<file path="config.mk">
export PLATFORM = sky130hd
export DESIGN_NAME = alu_issue_ctrl
export DESIGN_NICKNAME = d
export VERILOG_FILES = /design/src/rtl/alu_issue_ctrl.sv
export SDC_FILE = /design/constraint.sdc
export NUM_CORES = 1
export LEC_CHECK = 0
export CAP_MARGIN = 10
export CELL_PAD_IN_SITES_DETAIL_PLACEMENT = 0
export CELL_PAD_IN_SITES_GLOBAL_PLACEMENT = 1
export CORE_MARGIN = 2
export CORE_UTILIZATION = 27
export DETAILED_ROUTE_END_ITERATION = 16
export GPL_ROUTABILITY_DRIVEN = 0
export HOLD_SLACK_MARGIN = 0.03
export MAX_ROUTING_LAYER = met4
export PLACE_DENSITY_LB_ADDON = 0.08
export REMOVE_ABC_BUFFERS = 1
export SLEW_MARGIN = 0
export SYNTH_ARGS = -nofsm -noshare
export SYNTH_HDL_FRONTEND = slang
export SYNTH_SLANG_ARGS = --single-unit
</file>
<file path="constraint.sdc">
create_clock -name clk -period 1.94 [get_ports clk]
set_input_delay 0.485 -clock clk [delete_from_list [all_inputs] [get_ports clk]]
set_output_delay 0.485 -clock clk [all_outputs]
set_load 0.02 [all_outputs]
</file>
<file path="src/rtl/alu_issue_ctrl.sv">
// Issue controller feeding a 32-bit combinational ALU: forms operands, registers the ALU inputs,
// captures the result for a valid/ready writeback. Define ALU_ISSUE_FLAGS_EN to add zero/neg/ovf flags.
module alu_issue_ctrl #(
  parameter int W     = 32,
  parameter int CNT_W = 16
) (
  input  logic             clk,
  input  logic             rstn,
  input  logic             in_valid,
  output logic             in_ready,
  input  logic [3:0]       in_func,
  input  logic             in_use_imm,
  input  logic [W-1:0]     in_rs,
  input  logic [W-1:0]     in_rt,
  input  logic [15:0]      in_imm,
  output logic [W-1:0]     alu_a,
  output logic [W-1:0]     alu_b,
  output logic [3:0]       alu_sel,
  input  logic [W-1:0]     alu_res,
  output logic             out_valid,
  input  logic             out_ready,
  output logic [W-1:0]     out_res,
  output logic [CNT_W-1:0] op_count
`ifdef ALU_ISSUE_FLAGS_EN
  ,
  output logic             out_zero,
  output logic             out_neg,
  output logic             out_ovf
`endif
);

  typedef enum logic [1:0] {IDLE, EXEC, DONE} state_t;

  state_t           state_q, state_d;
  logic [W-1:0]     alu_a_q, alu_a_d;
  logic [W-1:0]     alu_b_q, alu_b_d;
  logic [3:0]       alu_sel_q, alu_sel_d;
  logic             out_valid_q, out_valid_d;
  logic [W-1:0]     out_res_q, out_res_d;
  logic [CNT_W-1:0] op_count_q, op_count_d;
  logic             accept;
`ifdef ALU_ISSUE_FLAGS_EN
  logic             zero_q, zero_d;
  logic             neg_q, neg_d;
  logic             ovf_q, ovf_d;
`endif

  function automatic logic [W-1:0] form_b(input logic [3:0] func, input logic use_imm,
                                          input logic [W-1:0] rt, input logic [15:0] imm);
    if (!use_imm) return rt;
    case (func)
      4'd4, 4'd5, 4'd6, 4'd8, 4'd9: return {16'b0, imm};
      4'd10, 4'd11, 4'd12:          return {27'b0, imm[4:0]};
      default:                      return {{16{imm[15]}}, imm};
    endcase
  endfunction

  // Signed overflow only has meaning for add/sub; judged from operand and result sign bits.
  function automatic logic ovf_of(input logic [3:0] sel, input logic signed [W-1:0] a,
                                  input logic signed [W-1:0] b, input logic signed [W-1:0] r);
    case (sel)
      4'd0:    return (a[W-1] == b[W-1]) && (r[W-1] != a[W-1]);
      4'd1:    return (a[W-1] != b[W-1]) && (r[W-1] != a[W-1]);
      default: return 1'b0;
    endcase
  endfunction

  // A new request may slip in during the very cycle the held result drains.
  assign in_ready = rstn && ((state_q == IDLE) || ((state_q == DONE) && out_ready));
  assign accept   = in_valid && in_ready;

  always_comb begin
    state_d     = state_q;
    alu_a_d     = alu_a_q;
    alu_b_d     = alu_b_q;
    alu_sel_d   = alu_sel_q;
    out_valid_d = out_valid_q;
    out_res_d   = out_res_q;
    op_count_d  = op_count_q;
`ifdef ALU_ISSUE_FLAGS_EN
    zero_d      = zero_q;
    neg_d       = neg_q;
    ovf_d       = ovf_q;
`endif
    case (state_q)
      IDLE: begin
        if (accept) begin
          alu_a_d   = in_rs;
          alu_b_d   = form_b(in_func, in_use_imm, in_rt, in_imm);
          alu_sel_d = in_func;
          state_d   = EXEC;
        end
      end
      EXEC: begin
        out_res_d   = alu_res;
        out_valid_d = 1'b1;
`ifdef ALU_ISSUE_FLAGS_EN
        zero_d      = (alu_res == '0);
        neg_d       = alu_res[W-1];
        ovf_d       = ovf_of(alu_sel_q, alu_a_q, alu_b_q, alu_res);
`endif
        state_d     = DONE;
      end
      DONE: begin
        if (out_ready) begin
          op_count_d  = op_count_q + 1'b1;
          out_valid_d = 1'b0;
          if (accept) begin
            alu_a_d   = in_rs;
            alu_b_d   = form_b(in_func, in_use_imm, in_rt, in_imm);
            alu_sel_d = in_func;
            state_d   = EXEC;
          end else begin
            state_d   = IDLE;
          end
        end
      end
      default: state_d = IDLE;
    endcase
  end

  always_ff @(posedge clk) begin
    if (!rstn) begin
      state_q     <= IDLE;
      alu_a_q     <= '0;
      alu_b_q     <= '0;
      alu_sel_q   <= '0;
      out_valid_q <= 1'b0;
      out_res_q   <= '0;
      op_count_q  <= '0;
`ifdef ALU_ISSUE_FLAGS_EN
      zero_q      <= 1'b0;
      neg_q       <= 1'b0;
      ovf_q       <= 1'b0;
`endif
    end else begin
      state_q     <= state_d;
      alu_a_q     <= alu_a_d;
      alu_b_q     <= alu_b_d;
      alu_sel_q   <= alu_sel_d;
      out_valid_q <= out_valid_d;
      out_res_q   <= out_res_d;
      op_count_q  <= op_count_d;
`ifdef ALU_ISSUE_FLAGS_EN
      zero_q      <= zero_d;
      neg_q       <= neg_d;
      ovf_q       <= ovf_d;
`endif
    end
  end

  assign alu_a     = alu_a_q;
  assign alu_b     = alu_b_q;
  assign alu_sel   = alu_sel_q;
  assign out_valid = out_valid_q;
  assign out_res   = out_res_q;
  assign op_count  = op_count_q;
`ifdef ALU_ISSUE_FLAGS_EN
  assign out_zero  = zero_q;
  assign out_neg   = neg_q;
  assign out_ovf   = ovf_q;
`endif

endmodule
</file>
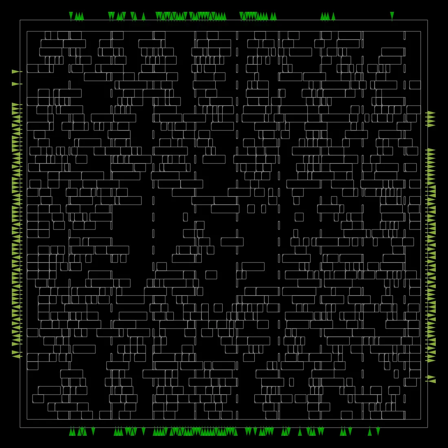
*Placement view*
Flops: 119
fraction of area in registers: 30.2%
area of the core: 16600 um2

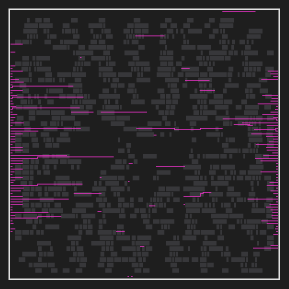
*Signal wires on met3*
Scale: 2 px per um.
longest straight run: 38.0 um
main direction: horizontal
wire length on this layer: 985 um
met3 usage: 4.95%
drt total wl: 14300 um
total number of vias: 4666

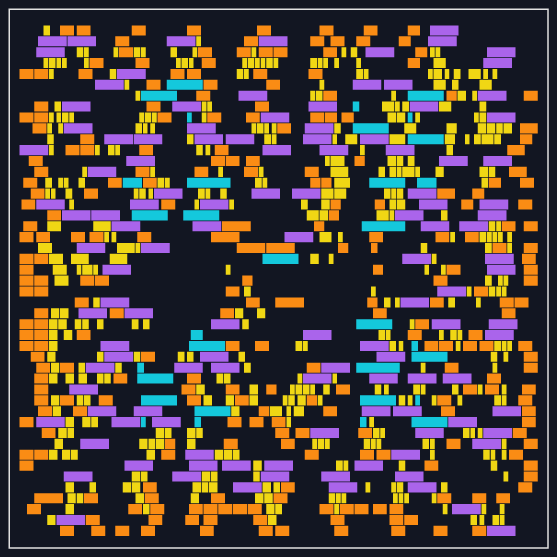
*Cell classes on the final placement*
Scale: 4 px per um.
| colour | class | cells | share of their area |
|---|---|---|---|
| orange | remaining buffers and delay cells | 260 | 34% |
| purple | registers | 119 | 31% |
| cyan | clock drivers and dummy loads | 32 | 7.8% |
| yellow | remaining logic cells | 396 | 26% |

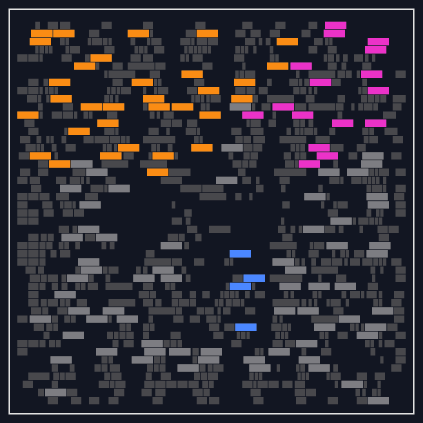
*Sequential cells grouped by signal name*
Scale: 3 px per um.
| colour | netlist name | placed flops |
|---|---|---|
| orange | out_res | 32 |
| magenta | op_count | 16 |
| blue | alu_sel | 4 |

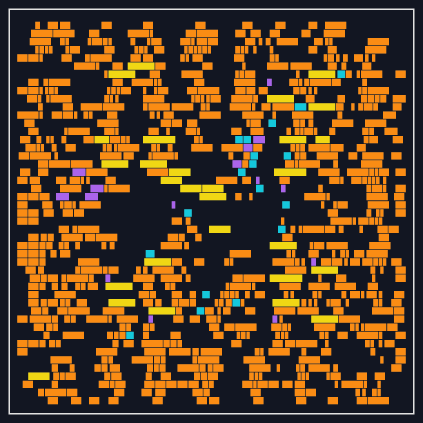
*Drive-strength map*
Scale: 3 px per um.
| colour | size | cells | share |
|---|---|---|---|
| orange | x1 and smaller | 746 | 92% |
| purple | x2 | 15 | 1.9% |
| yellow | x6 and larger | 28 | 3.5% |
| cyan | x3 and x4 | 18 | 2.2% |
fin area: 7880 um2
Area Growth Syn to Fin: 71.9%
Final WS setup: 77.5 ps
Signal buffers: 260

==> impl_metrics.csv <==
group,metric,value,unit
outcome,status,"completed",
final_layout,largestClassByArea,"buffers",
synth,edf_count,0,
worst_setup_path,cp_top_family,"buffers and inverters",
synth,top_area_share,52.0,%
placement,dpl.hpwl,10400,um
final_layout,drive_gt1_share,7.56,%
placement,dp_slack,-388,ps
synth,synth-simple-area-share,21.8,%
clock_tree,cts_tree,"built",
floorplan,design.portCount,239,
detailed_routing,dr_wl_met2,6820,um
pwr,power_leakage,2.93,nW
worst_setup_path,critPathCapture,"op_count[13]",
detailed_routing,met1_length,6260,um
final_layout,buf_share,33.2,%
synth,ys_seq_elements,119,
grt,grt.total_usage,16.2,%
pwr,clock_power_share,46.2,%
final_timing,hold_violations,0,
synth,xor_share,1.72,%
pwr,p_int,5.19,mW
worst_setup_path,path_depth,1,
final_timing,slew_viol_final,0,
final_layout,final_util,47.5,%
pwr,pwr-share-comb,15.1,%
floorplan,die_h,134,um
clock_tree,cts_setup_buffers,0,
detailed_routing,firstDrtPassIters,4,
grt,grt_max_degree,43,
pwr,p_total,6.79,mW
clock_tree,clock_path_buffers,2,
synth,yosysChipArea,4580,um2
synth,most_common_cell,"nand2_1",
synth,flop_cell,"dfxtp_1",
grt,grt_overflow,0,
final_layout,inv_count,3,
clock_tree,holdBufCountCts,0,
worst_setup_path,r2r_setup_slack,320,ps
pwr,p_comb,1.03,mW
synth,synthArstFlopShare,0,%
floorplan,die-area,18000,um2
placement,placed_area,7290,um2
worst_setup_path,r2r_cells,5,
final_timing,whs,451,ps
pwr,seqPwrFrac,38.7,%
clock_tree,cts_buffers,17,
final_layout,comb_share,25.4,%
synth,post_synth.cell_area_avg,8.25,um2
job,drv_cap,0,
grt,use_met2,25.6,%
final_timing,rsz0062_at_grt,"false",
pwr,switchingPower,1.60,mW
synth,yosys.area_share.adder,0.273,%
pwr,p_per_area,861,nW/um2
synth,yosysTopAreaCell,"dfxtp_1",
Power is estimated from default activity; no workload was simulated.
